**config.mk**
```make
export PLATFORM = sky130hd
export DESIGN_NAME = addsub_arbiter_flat
export DESIGN_NICKNAME = d
export VERILOG_FILES = /design/src/rtl/addsub_arbiter_if.sv /design/src/rtl/addsub_arbiter.sv /design/src/flat_wrapper.sv
export SDC_FILE = /design/constraint.sdc
export NUM_CORES = 1
export LEC_CHECK = 0
export CORE_MARGIN = 2
export CORE_UTILIZATION = 37
export CTS_CLUSTER_SIZE = 10
export DETAILED_ROUTE_END_ITERATION = 6
export PLACE_DENSITY = 0.82
export SYNTH_ARGS = -nofsm -noshare
export SYNTH_HDL_FRONTEND = slang
export SYNTH_SLANG_ARGS = --single-unit
```
**constraint.sdc**
```tcl
create_clock -name clk -period 3.1 [get_ports clk]
set_clock_uncertainty 0.2 [all_clocks]
set_input_delay 0.31 -clock clk [delete_from_list [all_inputs] [get_ports clk]]
set_output_delay 0.31 -clock clk [all_outputs]
set_load 0.05 [all_outputs]
```
**src/rtl/addsub_arbiter_if.sv**
```systemverilog
// Bundle of request, response and datapath signals shared by addsub_arbiter and its environment.
// The slave modport is the arbiter's view; master is the view of whoever drives requests and the datapath.
interface addsub_arbiter_if #(
  parameter int DATA_WIDTH = 4
);
  logic [1:0]              req_valid;
  logic [1:0]              req_ready;
  logic [1:0]              req_op;
  logic [2*DATA_WIDTH-1:0] req_a;
  logic [2*DATA_WIDTH-1:0] req_b;
  logic [1:0]              rsp_valid;
  logic [1:0]              rsp_ready;
  logic [DATA_WIDTH:0]     rsp_data;
  logic                    dp_en;
  logic                    dp_control;
  logic [DATA_WIDTH-1:0]   dp_data1;
  logic [DATA_WIDTH-1:0]   dp_data2;
  logic [DATA_WIDTH:0]     dp_y;
  logic                    busy;

  modport slave (
    input  req_valid, req_op, req_a, req_b, rsp_ready, dp_y,
    output req_ready, rsp_valid, rsp_data, dp_en, dp_control, dp_data1, dp_data2, busy
  );

  modport master (
    output req_valid, req_op, req_a, req_b, rsp_ready, dp_y,
    input  req_ready, rsp_valid, rsp_data, dp_en, dp_control, dp_data1, dp_data2, busy
  );
endinterface

```
**src/rtl/addsub_arbiter.sv**
```systemverilog
// Two-requester arbiter sharing one registered add/sub datapath: IDLE -> ISSUE -> CAPTURE -> RESP.
// Define ADDSUB_ARB_FIXED_PRIO_EN for fixed priority (requester 0 first); default is round-robin.
module addsub_arbiter #(
  parameter int DATA_WIDTH = 4
) (
  input  logic            clk,
  input  logic            rst,
  addsub_arbiter_if.slave bus
);
  localparam int W = DATA_WIDTH;

  typedef enum logic [1:0] {IDLE, ISSUE, CAPTURE, RESP} state_t;

  state_t         state_q;
  state_t         state_d;
  logic           owner_q;
  logic           grant_idx;
  logic [1:0]     grant;
  logic           accept;
  logic           rsp_done;
  logic           dp_control_q;
  logic [W-1:0]   dp_data1_q;
  logic [W-1:0]   dp_data2_q;
  logic [W:0]     rsp_data_q;
`ifndef ADDSUB_ARB_FIXED_PRIO_EN
  logic           last_q;
`endif

  // Winner index is only meaningful when at least one request is valid.
  always_comb begin
    grant_idx = 1'b0;
`ifdef ADDSUB_ARB_FIXED_PRIO_EN
    grant_idx = ~bus.req_valid[0];
`else
    if (&bus.req_valid) begin
      grant_idx = ~last_q;
    end else begin
      grant_idx = ~bus.req_valid[0];
    end
`endif
  end

  always_comb begin
    grant = 2'b00;
    if (rst && (state_q == IDLE) && (|bus.req_valid)) begin
      grant = grant_idx ? 2'b10 : 2'b01;
    end
  end

  assign accept   = |(bus.req_valid & grant);
  assign rsp_done = (state_q == RESP) && bus.rsp_ready[owner_q];

  always_ff @(posedge clk or negedge rst) begin
    if (!rst) begin
      state_q <= IDLE;
    end else begin
      state_q <= state_d;
    end
  end

  always_comb begin
    state_d = state_q;
    case (state_q)
      IDLE:    if (accept) state_d = ISSUE;
      ISSUE:   state_d = CAPTURE;
      CAPTURE: state_d = RESP;
      RESP:    if (rsp_done) state_d = IDLE;
      default: state_d = IDLE;
    endcase
  end

  // Operands go straight into the datapath-facing registers so they hold after ISSUE.
  always_ff @(posedge clk or negedge rst) begin
    if (!rst) begin
      owner_q      <= 1'b0;
      dp_control_q <= 1'b0;
      dp_data1_q   <= '0;
      dp_data2_q   <= '0;
      rsp_data_q   <= '0;
    end else begin
      if (accept) begin
        owner_q      <= grant_idx;
        dp_control_q <= bus.req_op[grant_idx];
        dp_data1_q   <= grant_idx ? bus.req_a[W +: W] : bus.req_a[0 +: W];
        dp_data2_q   <= grant_idx ? bus.req_b[W +: W] : bus.req_b[0 +: W];
      end
      if (state_q == CAPTURE) begin
        rsp_data_q <= bus.dp_y;
      end
    end
  end

`ifndef ADDSUB_ARB_FIXED_PRIO_EN
  always_ff @(posedge clk or negedge rst) begin
    if (!rst) begin
      last_q <= 1'b1;
    end else if (rsp_done) begin
      last_q <= owner_q;
    end
  end
`endif

  always_comb begin
    bus.req_ready  = grant;
    bus.rsp_valid  = 2'b00;
    bus.dp_en      = 1'b0;
    bus.busy       = (state_q != IDLE);
    bus.rsp_data   = rsp_data_q;
    bus.dp_control = dp_control_q;
    bus.dp_data1   = dp_data1_q;
    bus.dp_data2   = dp_data2_q;
    case (state_q)
      ISSUE:   bus.dp_en = 1'b1;
      RESP:    bus.rsp_valid = owner_q ? 2'b10 : 2'b01;
      default: ;
    endcase
  end
endmodule

```
**src/flat_wrapper.sv**
```systemverilog
// flat-port wrapper written by rule: the top's interface ports become plain ports
module addsub_arbiter_flat 
#(
  parameter int DATA_WIDTH = 4
)
  (clk, rst, bus_req_valid, bus_req_op, bus_req_a, bus_req_b, bus_rsp_ready, bus_dp_y, bus_req_ready, bus_rsp_valid, bus_rsp_data, bus_dp_en, bus_dp_control, bus_dp_data1, bus_dp_data2, bus_busy);
  addsub_arbiter_if #(.DATA_WIDTH(DATA_WIDTH)) bus_i ();
  input  logic clk;
  input  logic rst;
  input wire logic [$bits(bus_i.req_valid)-1:0] bus_req_valid;
  input wire logic [$bits(bus_i.req_op)-1:0] bus_req_op;
  input wire logic [$bits(bus_i.req_a)-1:0] bus_req_a;
  input wire logic [$bits(bus_i.req_b)-1:0] bus_req_b;
  input wire logic [$bits(bus_i.rsp_ready)-1:0] bus_rsp_ready;
  input wire logic [$bits(bus_i.dp_y)-1:0] bus_dp_y;
  output wire logic [$bits(bus_i.req_ready)-1:0] bus_req_ready;
  output wire logic [$bits(bus_i.rsp_valid)-1:0] bus_rsp_valid;
  output wire logic [$bits(bus_i.rsp_data)-1:0] bus_rsp_data;
  output wire logic [$bits(bus_i.dp_en)-1:0] bus_dp_en;
  output wire logic [$bits(bus_i.dp_control)-1:0] bus_dp_control;
  output wire logic [$bits(bus_i.dp_data1)-1:0] bus_dp_data1;
  output wire logic [$bits(bus_i.dp_data2)-1:0] bus_dp_data2;
  output wire logic [$bits(bus_i.busy)-1:0] bus_busy;
  assign bus_i.req_valid = bus_req_valid;
  assign bus_i.req_op = bus_req_op;
  assign bus_i.req_a = bus_req_a;
  assign bus_i.req_b = bus_req_b;
  assign bus_i.rsp_ready = bus_rsp_ready;
  assign bus_i.dp_y = bus_dp_y;
  assign bus_req_ready = bus_i.req_ready;
  assign bus_rsp_valid = bus_i.rsp_valid;
  assign bus_rsp_data = bus_i.rsp_data;
  assign bus_dp_en = bus_i.dp_en;
  assign bus_dp_control = bus_i.dp_control;
  assign bus_dp_data1 = bus_i.dp_data1;
  assign bus_dp_data2 = bus_i.dp_data2;
  assign bus_busy = bus_i.busy;
  addsub_arbiter #(.DATA_WIDTH(DATA_WIDTH)) u_core (.clk(clk), .rst(rst), .bus(bus_i));
endmodule
```
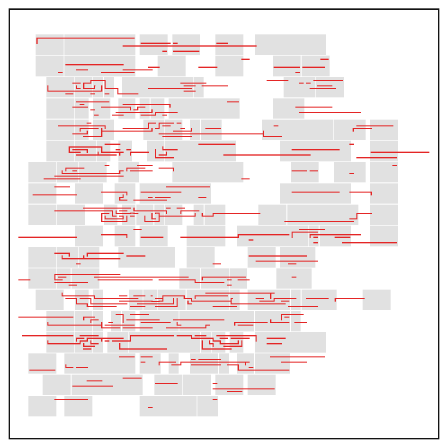
Run 1: the metal 1 layer
longest straight run = 17.0 um
share of all routed wire = 42%
wire length on this layer = 892 um

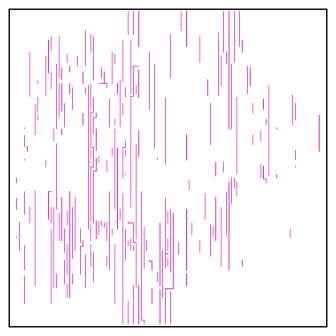
Run 1: met2 routing
nets with wire on the layer = 147
main direction = vertical
wire length on this layer = 1040 um
share of all routed wire = 48%

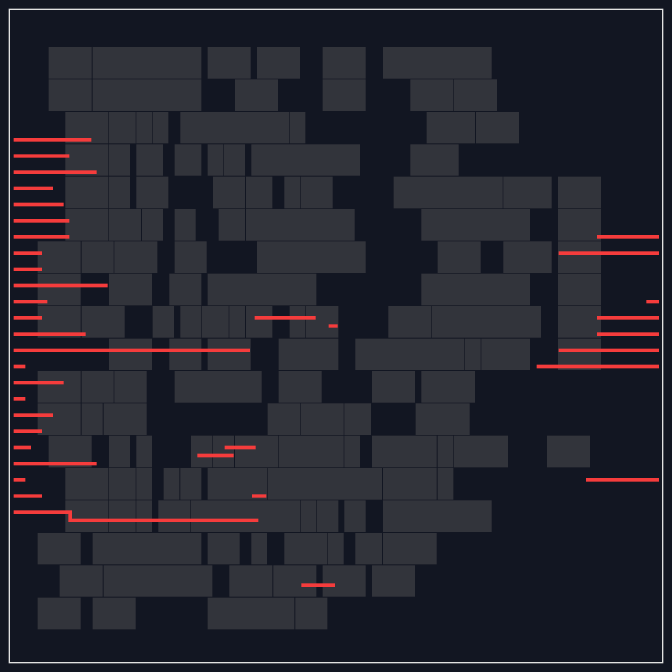
Run 1: metal 3
main direction = horizontal
nets with wire on the layer = 36

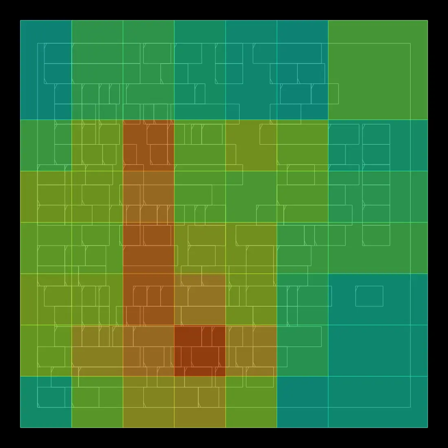
Run 1: congestion heat map
final core occ: 0.621
GR met2 Demand/Resource: 0.270
busiest layer in global routing: met2
average wire per cell in the routed design: 12.5 um

==> flow_summary_export.csv, run 1 <==
group,metric,value,unit
status,outcome,"complete, no violations",
global_route,gr-usage-met3,0.0383,
final_timing,finalHoldViolations,0,
power_and_ir_drop,power_clock,0.000145,W
layout,nNonClkInverters,5,
worst_setup_path,worst_path_largest_cell_delay,560,ps
synthesis,synth_xor_xnor_area_share,0,
layout,dominant_cells,"non-clock buffers",
worst_setup_path,regToRegStartpoint,"u_core.state_q[0]$_DFFE_PN0P_",
synthesis,ys_sh_mux,0.0958,
final_timing,timing_worst_slew_pin_value,514,ps
clock_tree,clk_root_buffer_cell,"clkbuf_4",
placement,place.detailed.instances,167,
synthesis,synth_compound_gate_area_share,0.156,
power_and_ir_drop,seqPwrFrac,0.264,
layout,layout_top_cell_excl_fill_tap,"clkdlybuf4s50_1",
synthesis,ys_seq_elements,18,
route,via_count,859,
floorplanning,die_w,54.8,um
placement,detailedPlacementHpwl,1.68,mm
worst_setup_path,critical_path.reg2reg.endpoint,"u_core.state_q[1]$_DFFE_PN0P_",
global_route,use_met1,0.208,
layout,layout.area.seq,452,um2
global_route,grt_pass1_vias,815,
synthesis,yosys.area_share.adder,0.0656,
power_and_ir_drop,p_comb,0.00106,W
route,drtPass1Iterations,4,
global_route,wire_length_of_the_first_global_routing_pass,3.52,mm
layout,area.growth.synth_to_final,60.0,%
synthesis,yosysWarningCount,0,
layout,multi_input_comb_area,455,um2
final_timing,final_count_of_pins_violating_max_slew,0,
layout,signal_buffer_area_fraction,0.345,
synthesis,postSynthNetCount,126,
final_timing,layout_setup_ws,345,ps
clock_tree,cts_made_buffers,3,
clock_tree,h_tree_depth_reported_by_cts,1,
route,met2_length,1.04,mm
final_timing,relSlewSlack,0.656,
route,met3_length,177,um
global_route,globalRoute.totalOverflow,0,
worst_setup_path,worst_path_max_delay_cell,"clkdlybuf4s50_1",
layout,buffers,51,
floorplanning,die_h,54.8,um
final_timing,timing.final.crit_share,0.889,
synthesis,postSynth.topFlopCell,"dfrtp_1",
synthesis,synth_top_cell_by_area,"dfrtp_1",
power_and_ir_drop,power.switching_fraction,0.484,
final_timing,rsz0062_at_grt,"false",
power_and_ir_drop,p_leak,0.636,nW
placement,placed_cell_area,0.00148,mm2
worst_setup_path,end_kind,"output pin",
synthesis,synthTopLogicFamily,"simple AND/OR/NAND/NOR gates",
layout,final_nets,177,
worst_setup_path,critical_path.cell_chain,"dlygate4sd3_1, clkdlybuf4s50_1, buf_4, nand3_1, a21oi_1, buf_12",
worst_setup_path,type_of_element_launching_the_critical_path,"primary input",
final_timing,max_freq,363,MHz
synthesis,top_area_frac,0.446,
layout,comb-cell-share,0.299,
global_route,grt_total_usage,0.170,
worst_setup_path,cp_num_buf_inv,4,
synthesis,yosys-stat-area,953,um2
power_and_ir_drop,worst_vdd_ir,772,uV
clock_tree,ctsResizeCount,0,
route,routed_wl,2.15,mm
placement,portBuffers,48,
floorplanning,floorplan.io_pins,49,
route,routed.top_layer,"met4",
power_and_ir_drop,power-per-cell-area,1080,mW/mm2
worst_setup_path,cp_top_family,"buffers and inverters",
route,number_of_drc_violations_after_detailed_routing,0,
power_and_ir_drop,clock_power_share,0.089,
layout,diodes_inserted,0,
route,drt.antenna.violating_nets,0,
route,drt_first_iter_violations,12,
placement,setup_slack_at_placement,680,ps
synthesis,synth.cell_area,953,um2
clock_tree,worst_skew_pair_latency,300,ps
layout,nFillCells,199,
floorplanning,fp.dieArea,0.00300,mm2
worst_setup_path,rr_worst_depth,5,
hold_path,min_path_cells,1,
clock_tree,hold_bufs_at_cts,1,
power_and_ir_drop,p_switching,0.000794,W
layout,flop-count,18,
worst_setup_path,timing.critical_path.to,"bus_req_ready[1]",
hold_path,worst_hold_path.endpoint,"u_core.bus.rsp_data[2]$_DFFE_PN0P_",
route,wirelength_met1,892,um
floorplanning,initial_core_util,0.388,
worst_setup_path,required,2590,ps
worst_setup_path,timing.critical_path.depth,6,
clock_tree,tritoncts,"done",
layout,clockBufferCount,4,
placement,globalplace.congestion,0.740,
global_route,number_of_antenna_violations_at_the_first_check_in_global_routing,0,
layout,largest_register_ffs,5,
worst_setup_path,worst-path-max-fanout,18,
worst_setup_path,arrival_worst_endpoint,2250,ps
synthesis,netlist-cell-type-count,25,
final_timing,fin_setup_tns,0,ps
route,avgViaCountPerCell,4.99,
synthesis,synth_stat.cells,92,
power_and_ir_drop,cell_internal_power,0.000846,W
final_timing,fin_crit,2760,ps
floorplanning,coreArea,0.00245,mm2
layout,seqAreaFraction,0.296,
synthesis,synth.cellmix.simpleShare,0.160,
final_timing,final.hold.worst_slack,313,ps
power_and_ir_drop,maxPowerGroup,"combinational logic",
clock_tree,clkTransAtPathRegs,100,ps
layout,post_route_cells_drive_above_1_share,0.120,
power_and_ir_drop,powerSeq,0.000433,W
clock_tree,max-clock-path-buffers,2,
power_and_ir_drop,p_total,0.00164,W
layout,logic_gate_count,64,
worst_setup_path,setup_crit_start,"rst",
power_and_ir_drop,power.combinational.fraction,0.647,
flow_run,max_cap_violations,0,
clock_tree,cts.repair_timing.setup_buffer_count,0,
clock_tree,clock-sinks,18,
worst_setup_path,setup.reg_to_reg.worst_slack,1300,ps
final_timing,finalSetupViolations,0,
synthesis,postSynthCellCount,92,
synthesis,synth.top_cells.by_count,"dfrtp_1, nor2_1, a31oi_1, nand3b_1, o21ai_0",
layout,area_share_clock_buf_inv,0.0238,
hold_path,timing.hold.worst.class,"flop to flop",
worst_setup_path,path_class,"primary input to output pin",
layout,post-route-cell-area,0.00153,mm2
synthesis,synth_area_per_cell,10.4,um2
floorplanning,n_tap_cell,30,
layout,final_cell_count_no_fill,172,
layout,final_cell_mix,"clkdlybuf4s50_1, dfrtp_1, nor2_1",
synthesis,yosys.stat.seqShare,0.474,
synthesis,synth-edff-count,0,
floorplanning,std_cell_rows,18,
synthesis,yosysMostFrequentCell,"dfrtp_1",
hold_path,worstHoldStart,"u_core.bus.rsp_data[2]$_DFFE_PN0P_",
flow_run,warnings,30,
==> run 2, diff against run 1 <==
--- a/config.mk
+++ b/config.mk
@@ -10,6 +10,7 @@
 export CTS_CLUSTER_SIZE = 10
 export DETAILED_ROUTE_END_ITERATION = 6
 export PLACE_DENSITY = 0.82
+export SLEW_MARGIN = 15
 export SYNTH_ARGS = -nofsm -noshare
 export SYNTH_HDL_FRONTEND = slang
 export SYNTH_SLANG_ARGS = --single-unit
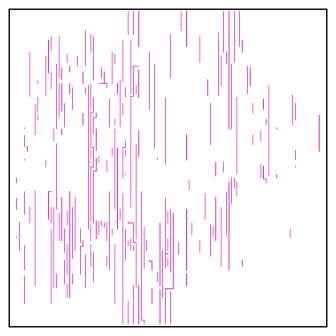
Run 2: met2 routing
share of all routed wire = 48%
longest straight run = 24.8 um
nets with wire on the layer = 147
wire length on this layer = 1040 um

==> run 2 against run 1 <==
Against the previous run:
- core utilization is the same
- non-clock buffer count is the same
- power is the same
- global-route usage is the same
- via count is the same
- wire length is the same
- design area is the same
- register-to-register slack is essentially flat
- sequential power is essentially flat
- maximum frequency is the same
- cell count is the same
- hold slack is the same
- largest cell class unchanged
- largest power group unchanged
==> flow_summary_export.csv, run 2 <==
group,metric,value,unit
status,outcome,"complete, no violations",
power_and_ir_drop,clock_power_share,0.089,
global_route,number_of_antenna_violations_at_the_first_check_in_global_routing,0,
layout,post_route_cells_drive_above_1_share,0.120,
worst_setup_path,worst-path-max-fanout,18,
power_and_ir_drop,worst_vdd_ir,772,uV
clock_tree,tritoncts,"done",
clock_tree,h_tree_depth_reported_by_cts,1,
synthesis,postSynthCellCount,92,
floorplanning,fp.dieArea,0.00300,mm2
power_and_ir_drop,seqPwrFrac,0.264,
placement,setup_slack_at_placement,680,ps
synthesis,synth_area_per_cell,10.4,um2
layout,logic_gate_count,64,
power_and_ir_drop,p_total,0.00164,W
clock_tree,cts_made_buffers,3,
final_timing,finalHoldViolations,0,
power_and_ir_drop,power.switching_fraction,0.484,
synthesis,synth.top_cells.by_count,"dfrtp_1, nor2_1, a31oi_1, nand3b_1, o21ai_0",
power_and_ir_drop,power_clock,0.000145,W
synthesis,synth_top_cell_by_area,"dfrtp_1",
layout,signal_buffer_area_fraction,0.345,
placement,portBuffers,48,
hold_path,worstHoldStart,"u_core.bus.rsp_data[2]$_DFFE_PN0P_",
global_route,gr-usage-met3,0.0383,
layout,final_cell_count_no_fill,172,
layout,area.growth.synth_to_final,60.0,%
global_route,wire_length_of_the_first_global_routing_pass,3.52,mm
power_and_ir_drop,power-per-cell-area,1080,mW/mm2
worst_setup_path,cp_top_family,"buffers and inverters",
final_timing,final.hold.worst_slack,313,ps
layout,buffers,51,
synthesis,synth.cell_area,953,um2
placement,detailedPlacementHpwl,1.68,mm
route,met2_length,1.04,mm
route,wirelength_met1,892,um
layout,clockBufferCount,4,
hold_path,worst_hold_path.endpoint,"u_core.bus.rsp_data[2]$_DFFE_PN0P_",
worst_setup_path,critical_path.cell_chain,"dlygate4sd3_1, clkdlybuf4s50_1, buf_4, nand3_1, a21oi_1, buf_12",
synthesis,synth_xor_xnor_area_share,0,
placement,globalplace.congestion,0.740,
layout,layout.area.seq,452,um2
global_route,globalRoute.totalOverflow,0,
final_timing,rsz0062_at_grt,"false",
final_timing,fin_crit,2760,ps
final_timing,fin_setup_tns,0,ps
route,number_of_drc_violations_after_detailed_routing,0,
worst_setup_path,setup.reg_to_reg.worst_slack,1300,ps
power_and_ir_drop,p_comb,0.00106,W
final_timing,max_freq,363,MHz
final_timing,final_count_of_pins_violating_max_slew,0,
final_timing,layout_setup_ws,345,ps
worst_setup_path,critical_path.reg2reg.endpoint,"u_core.state_q[1]$_DFFE_PN0P_",
worst_setup_path,required,2590,ps
final_timing,relSlewSlack,0.656,
power_and_ir_drop,power.combinational.fraction,0.647,
synthesis,yosys-stat-area,953,um2
floorplanning,n_tap_cell,30,
synthesis,ys_sh_mux,0.0958,
floorplanning,die_w,54.8,um
route,via_count,859,
layout,final_nets,177,
power_and_ir_drop,p_switching,0.000794,W
hold_path,min_path_cells,1,
layout,nNonClkInverters,5,
global_route,grt_pass1_vias,815,
clock_tree,hold_bufs_at_cts,1,
worst_setup_path,arrival_worst_endpoint,2250,ps
flow_run,warnings,30,
synthesis,postSynth.topFlopCell,"dfrtp_1",
worst_setup_path,cp_num_buf_inv,4,
route,drtPass1Iterations,4,
worst_setup_path,rr_worst_depth,5,
route,avgViaCountPerCell,4.99,
worst_setup_path,path_class,"primary input to output pin",
placement,place.detailed.instances,167,
worst_setup_path,worst_path_max_delay_cell,"clkdlybuf4s50_1",
worst_setup_path,timing.critical_path.depth,6,
clock_tree,clock-sinks,18,
final_timing,timing.final.crit_share,0.889,
clock_tree,clk_root_buffer_cell,"clkbuf_4",
clock_tree,worst_skew_pair_latency,300,ps
layout,post-route-cell-area,0.00153,mm2
synthesis,yosysMostFrequentCell,"dfrtp_1",
synthesis,yosys.area_share.adder,0.0656,
synthesis,netlist-cell-type-count,25,
clock_tree,cts.repair_timing.setup_buffer_count,0,
power_and_ir_drop,powerSeq,0.000433,W
layout,dominant_cells,"non-clock buffers",
synthesis,synthTopLogicFamily,"simple AND/OR/NAND/NOR gates",
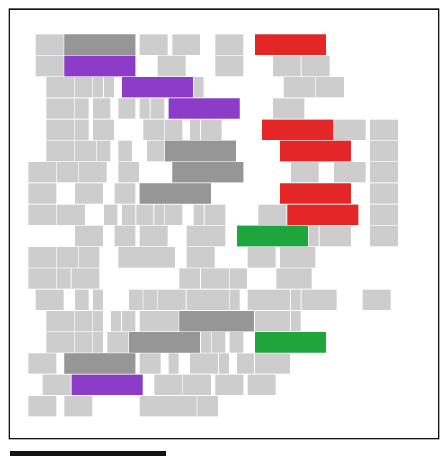
Run 2: sequential cells coloured by netlist name
The bar under the picture is 20 um long.
u_core.state_q -> green  # sequential cells 2
u_core.bus.rsp_data -> red  # sequential cells 5
u_core.bus.dp_data2 -> purple  # sequential cells 4
not coloured = 7

Power is estimated from default activity; no workload was simulated.
